### src/rtl/mem_arbiter.sv
// Byte-serial memory port arbiter between I-cache fetches and LSB loads/stores.
// Define MEM_ARB_RR_EN for round-robin tie-breaking; otherwise LSB has fixed priority.
module mem_arbiter #(
  parameter logic [1:0] IO_ADDR_HI = 2'b11
) (
  input  logic        clk,
  input  logic        rst,
  input  logic        rdy,
  input  logic        ic_req_valid,
  input  logic [31:0] ic_req_addr,
  output logic        ic_done,
  output logic [31:0] ic_data,
  input  logic        lsb_req_valid,
  input  logic        lsb_req_wr,
  input  logic [1:0]  lsb_req_size,
  input  logic [31:0] lsb_req_addr,
  input  logic [31:0] lsb_req_wdata,
  output logic        lsb_done,
  output logic [31:0] lsb_rdata,
  input  logic        clear,
  input  logic        io_buffer_full,
  input  logic [7:0]  mem_din,
  output logic [7:0]  mem_dout,
  output logic [31:0] mem_a,
  output logic        mem_wr
);

  localparam logic [1:0] IDLE = 2'd0;
  localparam logic [1:0] BUSY = 2'd1;
  localparam logic [1:0] DONE = 2'd2;

  logic [1:0]  state;
  logic        owner_ic;
  logic        is_wr;
  logic [2:0]  len;
  logic [2:0]  p;      // read: byte on the bus; write: next byte to issue
  logic [2:0]  c;      // read bytes captured so far
  logic        pend;   // mem_din carries byte c this cycle
  logic [31:0] base;
  logic [31:0] wdata;
  logic [31:0] rbuf;

  logic        ic_ok;
  logic        lsb_ok;
  logic        grant_ic;
  logic        grant_any;
  logic [31:0] wr_addr;
  logic [7:0]  wr_byte;
  logic        wr_ok;
  logic [31:0] cap_data;
  logic [2:0]  req_len;

`ifdef MEM_ARB_RR_EN
  logic rr_ic;
`endif

  always_comb begin
    ic_ok  = ic_req_valid && !clear;
    lsb_ok = lsb_req_valid;
`ifdef MEM_ARB_RR_EN
    grant_ic = ic_ok && (!lsb_ok || rr_ic);
`else
    grant_ic = ic_ok && !lsb_ok;
`endif
    grant_any = ic_ok || lsb_ok;
    case (lsb_req_size)
      2'd0:    req_len = 3'd1;
      2'd1:    req_len = 3'd2;
      default: req_len = 3'd4;
    endcase
  end

  always_comb begin
    if (state == IDLE) begin
      wr_addr = lsb_req_addr;
      wr_byte = lsb_req_wdata[7:0];
    end else begin
      wr_addr = base + {29'd0, p};
      wr_byte = wdata[{p[1:0], 3'b000} +: 8];
    end
    // IO writes wait while the UART buffer is full
    wr_ok    = !((wr_addr[17:16] == IO_ADDR_HI) && io_buffer_full);
    cap_data = rbuf | ({24'd0, mem_din} << {c[1:0], 3'b000});
  end

  always_ff @(posedge clk) begin
    if (rst) begin
      state     <= IDLE;
      owner_ic  <= 1'b0;
      is_wr     <= 1'b0;
      len       <= 3'd0;
      p         <= 3'd0;
      c         <= 3'd0;
      pend      <= 1'b0;
      base      <= 32'd0;
      wdata     <= 32'd0;
      rbuf      <= 32'd0;
      mem_a     <= 32'd0;
      mem_dout  <= 8'd0;
      mem_wr    <= 1'b0;
      ic_done   <= 1'b0;
      lsb_done  <= 1'b0;
      ic_data   <= 32'd0;
      lsb_rdata <= 32'd0;
`ifdef MEM_ARB_RR_EN
      rr_ic     <= 1'b1;
`endif
    end else if (!rdy) begin
      // Frozen: a read rewinds so the first uncaptured byte is re-presented on resume
      mem_wr <= 1'b0;
      if (state == BUSY && !is_wr) begin
        p     <= c;
        pend  <= 1'b0;
        mem_a <= base + {29'd0, c};
      end
    end else begin
      ic_done  <= 1'b0;
      lsb_done <= 1'b0;
      mem_wr   <= 1'b0;
      case (state)
        IDLE: begin
          if (grant_any) begin
            state    <= BUSY;
            owner_ic <= grant_ic;
            rbuf     <= 32'd0;
            c        <= 3'd0;
            pend     <= 1'b0;
`ifdef MEM_ARB_RR_EN
            rr_ic    <= !grant_ic;
`endif
            if (grant_ic) begin
              base  <= ic_req_addr;
              len   <= 3'd4;
              is_wr <= 1'b0;
              mem_a <= ic_req_addr;
              p     <= 3'd0;
            end else begin
              base  <= lsb_req_addr;
              wdata <= lsb_req_wdata;
              len   <= req_len;
              is_wr <= lsb_req_wr;
              mem_a <= lsb_req_addr;
              if (lsb_req_wr) begin
                mem_dout <= wr_byte;
                mem_wr   <= wr_ok;
                p        <= {2'd0, wr_ok};
              end else begin
                p <= 3'd0;
              end
            end
          end
        end
        BUSY: begin
          if (owner_ic && clear) begin
            state <= IDLE;
          end else if (is_wr) begin
            if (p == len) begin
              state    <= DONE;
              lsb_done <= 1'b1;
            end else begin
              mem_a    <= wr_addr;
              mem_dout <= wr_byte;
              mem_wr   <= wr_ok;
              p        <= p + {2'd0, wr_ok};
            end
          end else begin
            if (pend) begin
              rbuf <= cap_data;
              c    <= c + 3'd1;
              if (c == len - 3'd1) begin
                state <= DONE;
                if (owner_ic) begin
                  ic_done <= 1'b1;
                  ic_data <= cap_data;
                end else begin
                  lsb_done  <= 1'b1;
                  lsb_rdata <= cap_data;
                end
              end
            end
            pend <= (p < len);
            if (p < len) begin
              p     <= p + 3'd1;
              mem_a <= base + {29'd0, p} + 32'd1;
            end
          end
        end
        DONE:    state <= IDLE;
        default: state <= IDLE;
      endcase
    end
  end

endmodule

### config.mk
export PLATFORM = sky130hd
export DESIGN_NAME = mem_arbiter
export DESIGN_NICKNAME = d
export VERILOG_FILES = /design/src/rtl/mem_arbiter.sv
export SDC_FILE = /design/constraint.sdc
export NUM_CORES = 1
export LEC_CHECK = 0
export ABC_AREA = 0
export CORE_ASPECT_RATIO = 1.25
export CORE_MARGIN = 5
export CORE_UTILIZATION = 25
export CTS_CLUSTER_DIAMETER = 150
export CTS_CLUSTER_SIZE = 14
export DETAILED_ROUTE_END_ITERATION = 10
export PLACE_DENSITY = 0.46
export SLEW_MARGIN = 40
export SYNTH_ARGS = -nofsm -noshare
export SYNTH_HDL_FRONTEND = slang
export SYNTH_SLANG_ARGS = --single-unit
### constraint.sdc
create_clock -name clk -period 5.3 [get_ports clk]
set_clock_uncertainty 0.15 [all_clocks]
set_input_delay 1.59 -clock clk [delete_from_list [all_inputs] [get_ports clk]]
set_output_delay 1.59 -clock clk [all_outputs]
set_load 0.01 [all_outputs]
==> images/util_map.png <==
Scale bar: 50 um. 20 x 25 tiles, from black (low) to pale yellow (high), 0 to 100% covered.
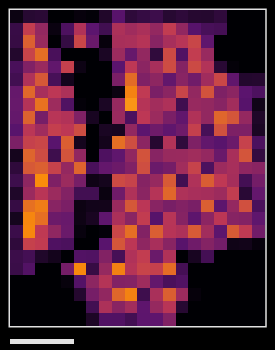
emptiest ninth of the die: lower right
mean over tiles: 28%
tiles over 75% full: 0.40%
fullest tile: 77%

==> images/congestion_map.png <==
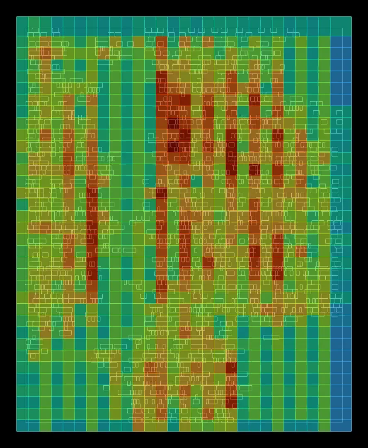
Total GRT Usage: 0.1660
post-DR wirelength/cell: 20.02 um
grt met1 use: 0.2091
Util after Layout: 0.3257

==> images/port_trees.png <==
Scale bar: 50 um.
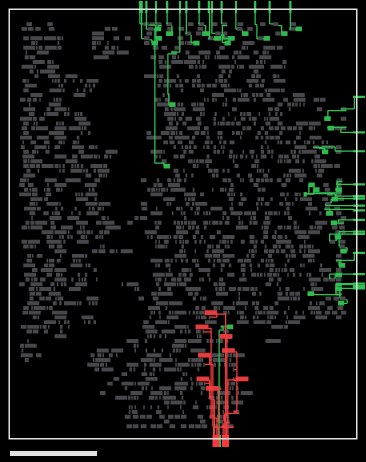
legend:
  mem_dout:
    color: red
    direction: output
    end_cells: 8
    buffers: 8
    wire: 449 um
  lsb_req_addr:
    color: green
    direction: input
    end_cells: 33
    buffers: 32
    wire: 856 um

## worst max-delay path: cells and delay by family, from the launching register on
kind / cells / cell delay, ns
buffers and inverters: 1 / 0.23
AND-OR/OR-AND: 4 / 1.13
adder cells (fa/ha/maj): 1 / 0.32
AND/OR/NAND/NOR: 5 / 1.84
flip-flops: 1 / 0.44
## metal layers
layer  share of wire  vias to the layer above
met5         0.00092                        -
met4           0.028                        4
met3           0.069                       59
met2            0.48                      298
met1            0.43                     5072
li1                -                     5275
## registers in the layout, indices dropped and copies added (netlist names)
signal     flops
mem_dout       8
ic_data       32
lsb_done       1
ic_done        1
base          32
is_wr          1
lsb_rdata     32
pend           1
rbuf          32
wdata         32
mem_wr         1
len            3
owner_ic       1
c              3
p              3
mem_a         32
state          2
==> metrics.cfg <==
[synthesis]
common_cells = nor2_1, dfxtp_1, a21oi_1
synth-adder-area-share = 0.01930
ys_sh_xor = 0.06284
ys_warn_count = 0
yosys.area.top_type = dfxtp_1
netlist_logic_family_top = AND-OR/OR-AND gates

[clock_network]
clockBufferDepth = 3
cts_setup_buffers = 0
cts_buffers = 19
cts_resized = 0

[final_timing]
worst_pin_slew_ns = 0.7860
fin_crit_ns = 4.284
rsz0062_at_grt = false

[drt]
wl_um = 42430

[worst_setup_path]
cp_slowest_cell = or3_1
rrSetupSlack_ns = 1.02

[finish]
seq_share = 0.3023
logic_area_um2 = 6326
antenna_cells = 1
nNonClkInverters = 18
fillers = 4721
areaGrowthSynthToFinish_pct = 28.87

[global_routing]
globalRouteMet2Util = 0.2817
use_met3 = 0.03926
antenna_found_initial = 3

[hold_path]
hold_start = wdata[27]$_SDFFE_PP0P_
hold_path_end = wdata[27]$_SDFFE_PP0P_
whs_path_depth = 2

[power]
seqPwrFrac = 0.476

[placed_design]
place_inst = 2097
gp_congestion = 0.8807

[flow_run]
maxCapViolCount = 0

[status]
status = finished clean

[floorplan]
fp-row-count = 86
die_w_um = 198.9

